===== src/rtl/byte_serial_adder_ctrl.sv =====
// -----------------------------------------------------------------------------
// byte_serial_adder_ctrl
//
// Purpose:
//   Adds two NBYTES*8-bit operands one byte at a time through an external
//   8-bit full adder. An accepted request is worked through least-significant
//   slice first, one slice per clock. The wide sum, the unsigned carry-out and
//   the two's-complement overflow flag are then presented until downstream
//   takes them.
//
// State table:
//   state | meaning
//   IDLE  | waiting for a request; in_ready=1; last result held on outputs
//   CALC  | one byte slice per clock through the external full adder
//   DONE  | result presented with out_valid=1 until out_ready
//
// Parameters:
//   NBYTES    number of 8-bit slices per operand (legal range 2..16)
//
// Ports:
//   clk       clock; every register updates on the rising edge
//   rst       asynchronous, active-high reset
//   in_valid  request valid
//   in_ready  request can be accepted (state == IDLE)
//   op_a      operand A, 8*NBYTES bits
//   op_b      operand B, 8*NBYTES bits
//   op_cin    initial carry-in
//   fa_A      A slice to the full adder (0 outside CALC)
//   fa_B      B slice to the full adder (0 outside CALC)
//   fa_Cin    carry-in to the full adder (0 outside CALC)
//   fa_Sum    8-bit sum from the full adder
//   fa_Cout   carry-out from the full adder
//   out_valid result valid (state == DONE)
//   out_ready downstream accepts the result
//   result    wide sum, 8*NBYTES bits
//   cout      final unsigned carry-out
//   overflow  two's-complement overflow of the wide add
// -----------------------------------------------------------------------------
module byte_serial_adder_ctrl #(
  parameter int NBYTES = 4
) (
  input  logic                clk,
  input  logic                rst,
  input  logic                in_valid,
  output logic                in_ready,
  input  logic [8*NBYTES-1:0] op_a,
  input  logic [8*NBYTES-1:0] op_b,
  input  logic                op_cin,
  output logic [7:0]          fa_A,
  output logic [7:0]          fa_B,
  output logic                fa_Cin,
  input  logic [7:0]          fa_Sum,
  input  logic                fa_Cout,
  output logic                out_valid,
  input  logic                out_ready,
  output logic [8*NBYTES-1:0] result,
  output logic                cout,
  output logic                overflow
);

  localparam int W    = 8 * NBYTES;
  localparam int IDXW = $clog2(NBYTES);

  typedef enum logic [1:0] {
    IDLE = 2'd0,
    CALC = 2'd1,
    DONE = 2'd2
  } state_t;

  state_t          state;
  state_t          state_nxt;

  logic [IDXW-1:0] idx;
  logic            carry_reg;
  logic [W-1:0]    a_reg;
  logic [W-1:0]    b_reg;
  logic [W-1:0]    result_r;
  logic            cout_r;
  logic            overflow_r;
  logic            last_slice;

  assign last_slice = (idx == IDXW'(NBYTES - 1));

  // ---------------------------------------------------------------------------
  // State register
  // ---------------------------------------------------------------------------
  always_ff @(posedge clk or posedge rst) begin
    if (rst) begin
      state <= IDLE;
    end else begin
      state <= state_nxt;
    end
  end

  // ---------------------------------------------------------------------------
  // Next-state logic
  // ---------------------------------------------------------------------------
  always_comb begin
    state_nxt = state;
    case (state)
      IDLE: begin
        if (in_valid) begin
          state_nxt = CALC;
        end
      end
      CALC: begin
        if (last_slice) begin
          state_nxt = DONE;
        end
      end
      DONE: begin
        // Returning to IDLE here means a request that is already waiting is
        // taken one edge later, never on the same edge as the hand-off.
        if (out_ready) begin
          state_nxt = IDLE;
        end
      end
      default: begin
        state_nxt = IDLE;
      end
    endcase
  end

  // ---------------------------------------------------------------------------
  // Output logic
  // ---------------------------------------------------------------------------
  always_comb begin
    in_ready  = 1'b0;
    out_valid = 1'b0;
    fa_A      = 8'h00;
    fa_B      = 8'h00;
    fa_Cin    = 1'b0;
    case (state)
      IDLE: begin
        in_ready = 1'b1;
      end
      CALC: begin
        // Sourced only from registers, so the adder path is one flop-to-flop
        // stage through the external full adder.
        fa_A   = a_reg[8*idx +: 8];
        fa_B   = b_reg[8*idx +: 8];
        fa_Cin = carry_reg;
      end
      DONE: begin
        out_valid = 1'b1;
      end
      default: begin
      end
    endcase
  end

  // ---------------------------------------------------------------------------
  // Datapath registers
  // ---------------------------------------------------------------------------
  always_ff @(posedge clk or posedge rst) begin
    if (rst) begin
      idx        <= '0;
      carry_reg  <= 1'b0;
      a_reg      <= '0;
      b_reg      <= '0;
      result_r   <= '0;
      cout_r     <= 1'b0;
      overflow_r <= 1'b0;
    end else begin
      case (state)
        IDLE: begin
          if (in_valid) begin
            a_reg     <= op_a;
            b_reg     <= op_b;
            carry_reg <= op_cin;
            idx       <= '0;
          end
        end
        CALC: begin
          result_r[8*idx +: 8] <= fa_Sum;
          carry_reg            <= fa_Cout;
          idx                  <= idx + IDXW'(1);
          if (last_slice) begin
            cout_r     <= fa_Cout;
            // a_msb ^ b_msb ^ sum_msb recovers the carry into the top bit;
            // overflow is that carry differing from the carry out of it.
            overflow_r <= fa_Cout ^ (a_reg[W-1] ^ b_reg[W-1] ^ fa_Sum[7]);
          end
        end
        default: begin
        end
      endcase
    end
  end

  assign result   = result_r;
  assign cout     = cout_r;
  assign overflow = overflow_r;

endmodule

===== config.mk =====
export PLATFORM = sky130hd
export DESIGN_NAME = byte_serial_adder_ctrl
export DESIGN_NICKNAME = d
export VERILOG_FILES = /design/src/rtl/byte_serial_adder_ctrl.sv
export SDC_FILE = /design/constraint.sdc
export NUM_CORES = 1
export LEC_CHECK = 0
export ABC_CLOCK_PERIOD_IN_PS = 8500
export CORE_MARGIN = 2
export CORE_UTILIZATION = 51
export DETAILED_ROUTE_END_ITERATION = 8
export PLACE_DENSITY_LB_ADDON = 0.08
export SLEW_MARGIN = 30
export SYNTH_ARGS = -nofsm -noshare
export SYNTH_HDL_FRONTEND = slang
export SYNTH_SLANG_ARGS = --single-unit

===== constraint.sdc =====
create_clock -name clk -period 8.5 [get_ports clk]
set_input_delay 1.7 -clock clk [delete_from_list [all_inputs] [get_ports clk]]
set_output_delay 1.7 -clock clk [all_outputs]
set_load 0.01 [all_outputs]

### Where the registers sit, run 1

The bar under the picture is 20 um long. Other sequential cells in the stronger grey, the rest of the logic in the fainter grey.
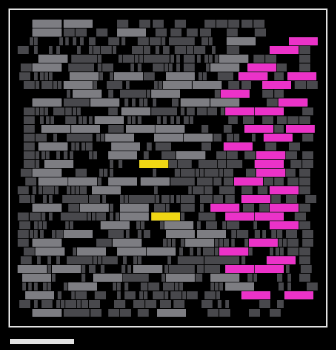
yellow -> idx  # placed flops 2
magenta -> result  # placed flops 32, where a column on the right
not coloured = 69
Seq power: 865 uW
register area: 2580 um^2

### I/O pins on the die edge, run 1

The bar under the picture is 20 um long. Pins as bars across the die edge, other pins in grey.
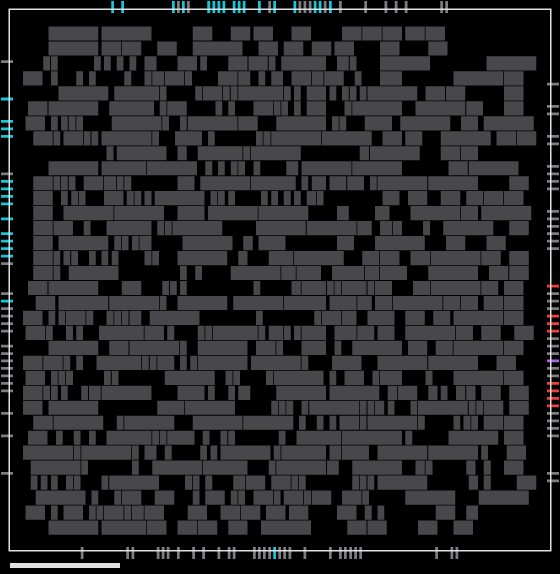
purple -> in_ready  # pins 1, direction output, edge right
red -> fa_Sum  # pins 8, direction input, edge right
cyan -> op_b  # pins 32, direction input, edge 17 top, 14 left, 1 bottom
all pins by edge = 38 right, 32 left, 31 top, 30 bottom

### A small window of the routed layout, run 1

The bar under the picture is 20 um long. Region (24, 44) to (74, 94) um. Cells in grey, sequential cells in the stronger grey; small squares are vias.
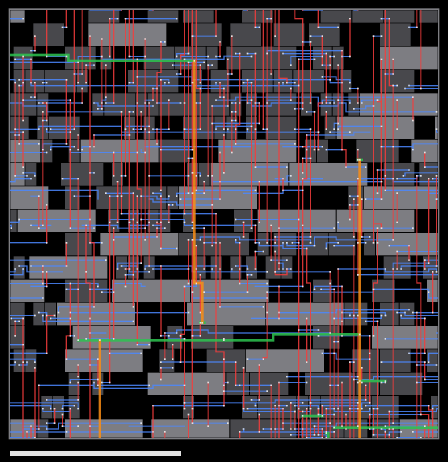
green -> M3
blue -> M1
red -> M2
orange -> M4
cells with their middle in the window = 169
most frequent = nand2_1 (62), dfrtp_1 (28), clkdlybuf4s50_1 (28)
netlist names of flops here include = b_reg (18), result (3), state (2)
sequential cells in the window = 28

### Clock wiring as the flow saved it, run 1

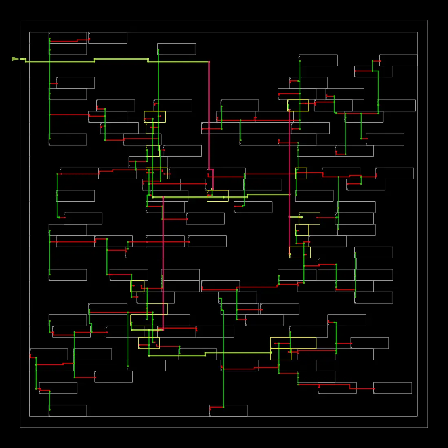
Power Clock: 314 uW
CTS sink count: 103
Fin Clk Skew: 8.73 ps

==> qor.yml, run 1 <==
start_kind: "flop"
signal_buffers: 134
crit_family: "simple AND/OR/NAND/NOR gates"
area_delta_synth_final_pct: 35.0
cts_hold_buffers: 0
antenna_found_initial: 0
cp.arrival_ps: 2360
pg_comb_uw: 1020
numCtsBuffers: 9
ir_worst_vdd_uv: 157
top_logic_kind: "simple AND/OR/NAND/NOR gates"
tns_ps: 0
worstRegToRegCells: 5
drt-initial-drc-count: 144
critPathMaxFanout: 22
adder_share_pct: 1.39
drive_gt1_share_pct: 9.52
route.met3.wl_um: 602
final-comb-area_um2: 1820
reg2reg_from: "idx[1]"
switching_share_pct: 35.5
place_congestion: 0.788
dpl_worst_slack_ps: 4770
avgViaCountPerCell: 5.16
grt_use_total_pct: 22.1
maxUsedRoutingLayer: "met4"
netlist_area_um2: 4520
outcome: "finished, final reports clean"
clkPwrFrac_pct: 14.3
drc: 0
setup.worst_path.start: "state[0]"
most_common_cell: "nand2_1"
root_buffer: "clkbuf_8"
finalCritPeriodShare_pct: 47.8
fill_cells: 679
synth_cells: 440
sequentialPowerShare_pct: 39.4
nets: 645
drt-met1-wl_um: 4440
busiest_layer: "met2"
use_met2_pct: 37.2
ys_sh_aoi_pct: 6.54
path_clk_slew_ps: 100
top_cells_by_area: "dfrtp_1 (57%), nand2_1 (18%), mux4_2 (8.0%)"
dp_cells: 659
wirelength_um: 10300
overflow: 0
dieArea_um2: 9630
n_clock_buffer: 10
relSlewSlack_pct: 41.9
synth.largest_area_cell: "dfrtp_1"
setup_ws_ps: 4440
yosysChipArea_um2: 4520
ys_seq_share_pct: 57.1
min-delay-start: "b_reg[20]"
buf_share_pct: 21.9
coreArea_um2: 8640
finalNonFillerCells: 675
reg2reg_slack_ps: 5760
min_to: "b_reg[20]"
final_max_slew_viol_count: 0
drt-pass1-iter-count: 4
tritoncts: "yes"
met3_usage_pct: 4.51
lay_top_cells: "nand2_1 (214), clkdlybuf4s50_1 (130), dfrtp_1 (103)"
pwr-share-comb_pct: 46.3
synthXorXnorAreaFrac_pct: 0.582
setup_viol_count_final: 0
dpl_cell_area_um2: 5890
warning_count: 30
synth_cell_types: 29
min_period_ps: 4060
clkCellAreaFrac_pct: 3.39
cp_slowest_stage_delay_ps: 730
whs_ps: 478
edf_count: 0
flop_cell: "dfrtp_1"
insertedDiodeCount: 0
ff_count: 103
fin_util_pct: 70.6
avgSynthCellArea_um2: 10.3
die.size.y_um: 98.1
synth_stat.cells: 440
vias: 3486
switchingPower_uw: 779
met2_length_um: 5150
place_hpwl_um: 7090
==> run 1 -> run 2 <==
--- a/config.mk
+++ b/config.mk
@@ -5,9 +5,9 @@
 export SDC_FILE = /design/constraint.sdc
 export NUM_CORES = 1
 export LEC_CHECK = 0
-export ABC_CLOCK_PERIOD_IN_PS = 8500
+export ABC_CLOCK_PERIOD_IN_PS = 3500
 export CORE_MARGIN = 2
-export CORE_UTILIZATION = 51
+export CORE_UTILIZATION = 43
 export DETAILED_ROUTE_END_ITERATION = 8
 export PLACE_DENSITY_LB_ADDON = 0.08
 export SLEW_MARGIN = 30
==> constraint.sdc (replaced) <==
create_clock -name clk -period 3.5 [get_ports clk]
set_input_delay 0.7 -clock clk [delete_from_list [all_inputs] [get_ports clk]]
set_output_delay 0.7 -clock clk [all_outputs]
set_load 0.01 [all_outputs]
==> run 2 against run 1 <==
Global-route usage down 2.4 points. Area after synthesis stayed put. Count of clock-buffer cells in the layout rose by 1. Critical endpoint is now fa_A[2]. Sequential share of layout area down 0.42 points. Via count is essentially flat. Total power up 150%. Final area increased by 1.0%. Sequential power up 140%. Clock power increased by 140%. Highest routed layer unchanged. Setup slack lost 4000 ps.
==> qor.yml, run 2 <==
netlist_top_cells_count: "nand2_1 (214), dfrtp_1 (103), and2_1 (17)"
placementRows: 37
coreArea_um2: 10300
grt_pass1_wl_um: 17700
area_delta_synth_final_pct: 36.3
insertion_delay_ps: 360
busiest_layer: "met2"
internal_power_uw: 3460
synthSimpleGateAreaFrac_pct: 23.5
adder_share_pct: 1.39
clkPwrFrac_pct: 14.0
whs_ps: 476
vias: 3488
met3_usage_pct: 4.97
rsz0062_at_grt: "false"
drt-initial-drc-count: 169
fp-utilization_pct: 43.9
comb_share_pct: 29.6
dpl_cell_area_um2: 5960
ys_ff: 103
buf_share_pct: 22.3
antenna_found_initial: 0
drt-pass1-iter-count: 4
maxUsedRoutingLayer: "met4"
worst_pin_slew_ps: 754
sequentialPowerShare_pct: 38.8
post_cts_buffers: 0
setup_ws_ps: 427
min_to: "a_reg[13]"
final-seq-area_um2: 2580
switching_share_pct: 35.6
clk_path_buf_depth: 2
warning_count: 30
power.total_uw: 5370
start_kind: "flop"
mux_area_share_pct: 8.23
tap_cells: 136
crit_type: "flop to output pin"
cp_slowest_stage_delay_ps: 610
path_clk_slew_ps: 90
ir_worst_vdd_uv: 324
yosysChipArea_um2: 4520
min_period_ps: 3070
ys_sh_aoi_pct: 6.54
min-delay-start: "a_reg[13]"
route.met3.wl_um: 749
grt_max_degree: 67
leakagePower_uw: 0.00287
fill_cells: 923
drt-met1-wl_um: 4950
dp_cells: 689
synthArstFlopShare_pct: 100
use_met1_pct: 28.2
maxCapViolCount: 0
pwr-share-comb_pct: 47.3
cp.depth: 4
signal_buffers: 136
synth_cell_types: 29
most_common_cell: "nand2_1"
avgViaCountPerCell: 4.95
nets: 647
lay_top_count: "nand2_1"
ys_seq_share_pct: 57.1
top_cell_area_share_pct: 57.1
avgSynthCellArea_um2: 10.3
use_met2_pct: 29.8
cts_hold_buffers: 0
cp.arrival_ps: 2370
top_logic_kind: "simple AND/OR/NAND/NOR gates"
fmax_mhz: 325
reg2reg_from: "idx[0]"
synth_nets: 523
crit_slowest_cell: "dfrtp_1"
top_cells_by_area: "dfrtp_1 (57%), nand2_1 (18%), mux4_2 (8.0%)"
logic_gates: 310
synth_stat.cells: 440
wirelength_um: 10700
grt_use_total_pct: 19.7
maxPowerGroup: "combinational logic"
hp-class: "flop to flop"
synth.largest_area_cell: "dfrtp_1"
met2_length_um: 4800
worstPathCellList: "buf_12 > mux4_2 > and2_1 > clkdlybuf4s50_1"
edf_count: 0
final_area_um2: 6160
dieArea_um2: 11300
finalCritPeriodShare_pct: 87.8
clock_sinks: 103
crit_path_end: "fa_A[2]"
final_max_slew_viol_count: 0
min_path_cells: 2
drive_gt1_share_pct: 9.51
pg_comb_uw: 2540
top_area_cell_class: "sequential cells"
outcome: "finished, final reports clean"
place_hpwl_um: 7520
non_clock_inverter_count: 4
tns_ps: 0
root_buffer: "clkbuf_8"
cp.required_ps: 2800
overflow: 0
dpl_worst_slack_ps: 763
clock_power_uw: 750
powerDensity_nw_per_um2: 873
finalNonFillerCells: 704
worstRegToRegCells: 6
crit_buf_inv: 2
htreeDepth: 3
tritoncts: "yes"
crit_family: "buffers and inverters"
ys_warn_count: 0
cts_resized: 0
drt.antenna.violating_nets: 0
synth_cells: 440
switchingPower_uw: 1910
grt_pass1_vias: 3473
routedWlPerCell_um: 15.1
final-comb-area_um2: 1820
end_kind: "output pin"
critPathMaxFanout: 16
synthXorXnorAreaFrac_pct: 0.582
setup.worst_path.start: "idx[0]"
lay_top_cells: "nand2_1 (214), clkdlybuf4s50_1 (130), dfrtp_1 (103)"
netlist_area_um2: 4520
reg2reg_slack_ps: 930
ios: 131
place_congestion: 0.801
n_clock_buffer: 11
insertedDiodeCount: 0
flop_cell: "dfrtp_1"
setup_viol_count_final: 0
drc: 0
clkCellAreaFrac_pct: 3.19
relSlewSlack_pct: 49.7
ff_count: 103
worstReg2RegEnd: "result[27]"
finalHoldViolCount: 0
### I/O pins on the die edge, run 2

The bar under the picture is 20 um long. Pins as bars across the die edge, other pins in grey.
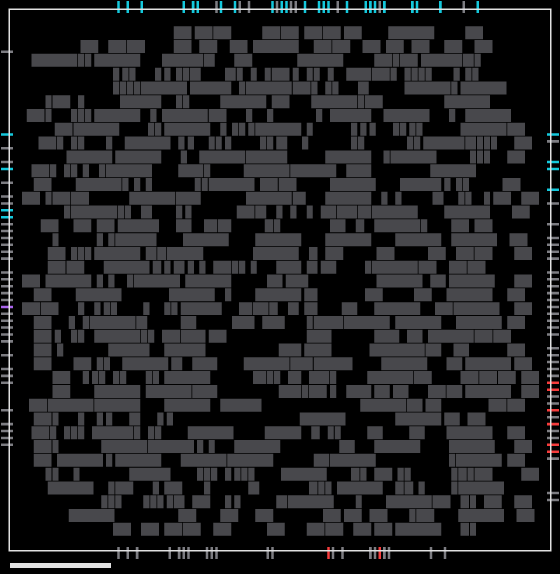
red -> fa_Sum  # pins 8, direction input, edge 6 right, 2 bottom
purple -> in_ready  # pins 1, direction output, edge left
cyan -> op_b  # pins 32, direction input, edge 24 top, 4 right, 4 left
all pins by edge = 40 right, 36 left, 33 top, 22 bottom
die width: 106 um
I/O Buffers: 130

### Clock wiring as the flow saved it, run 2

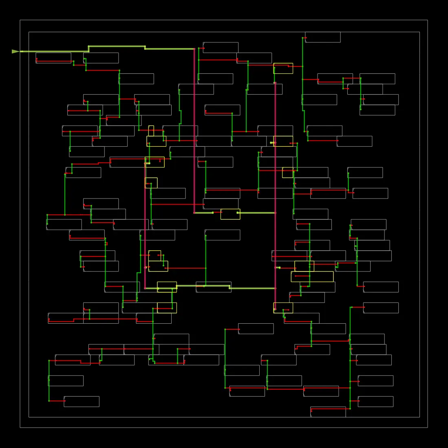
Fin Clk Skew: 11.8 ps
CTS Buf Count: 9

### Where the registers sit, run 2

The bar under the picture is 20 um long. Other sequential cells in the stronger grey, the rest of the logic in the fainter grey.
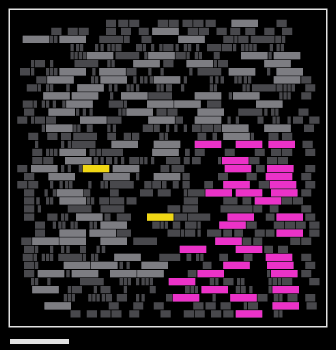
magenta -> result  # placed flops 32
yellow -> idx  # placed flops 2
not coloured = 69
Seq power: 2080 uW
fraction of area in registers: 41.9%
post-layout util: 59.9%

Power and IR drop assume default switching activity.
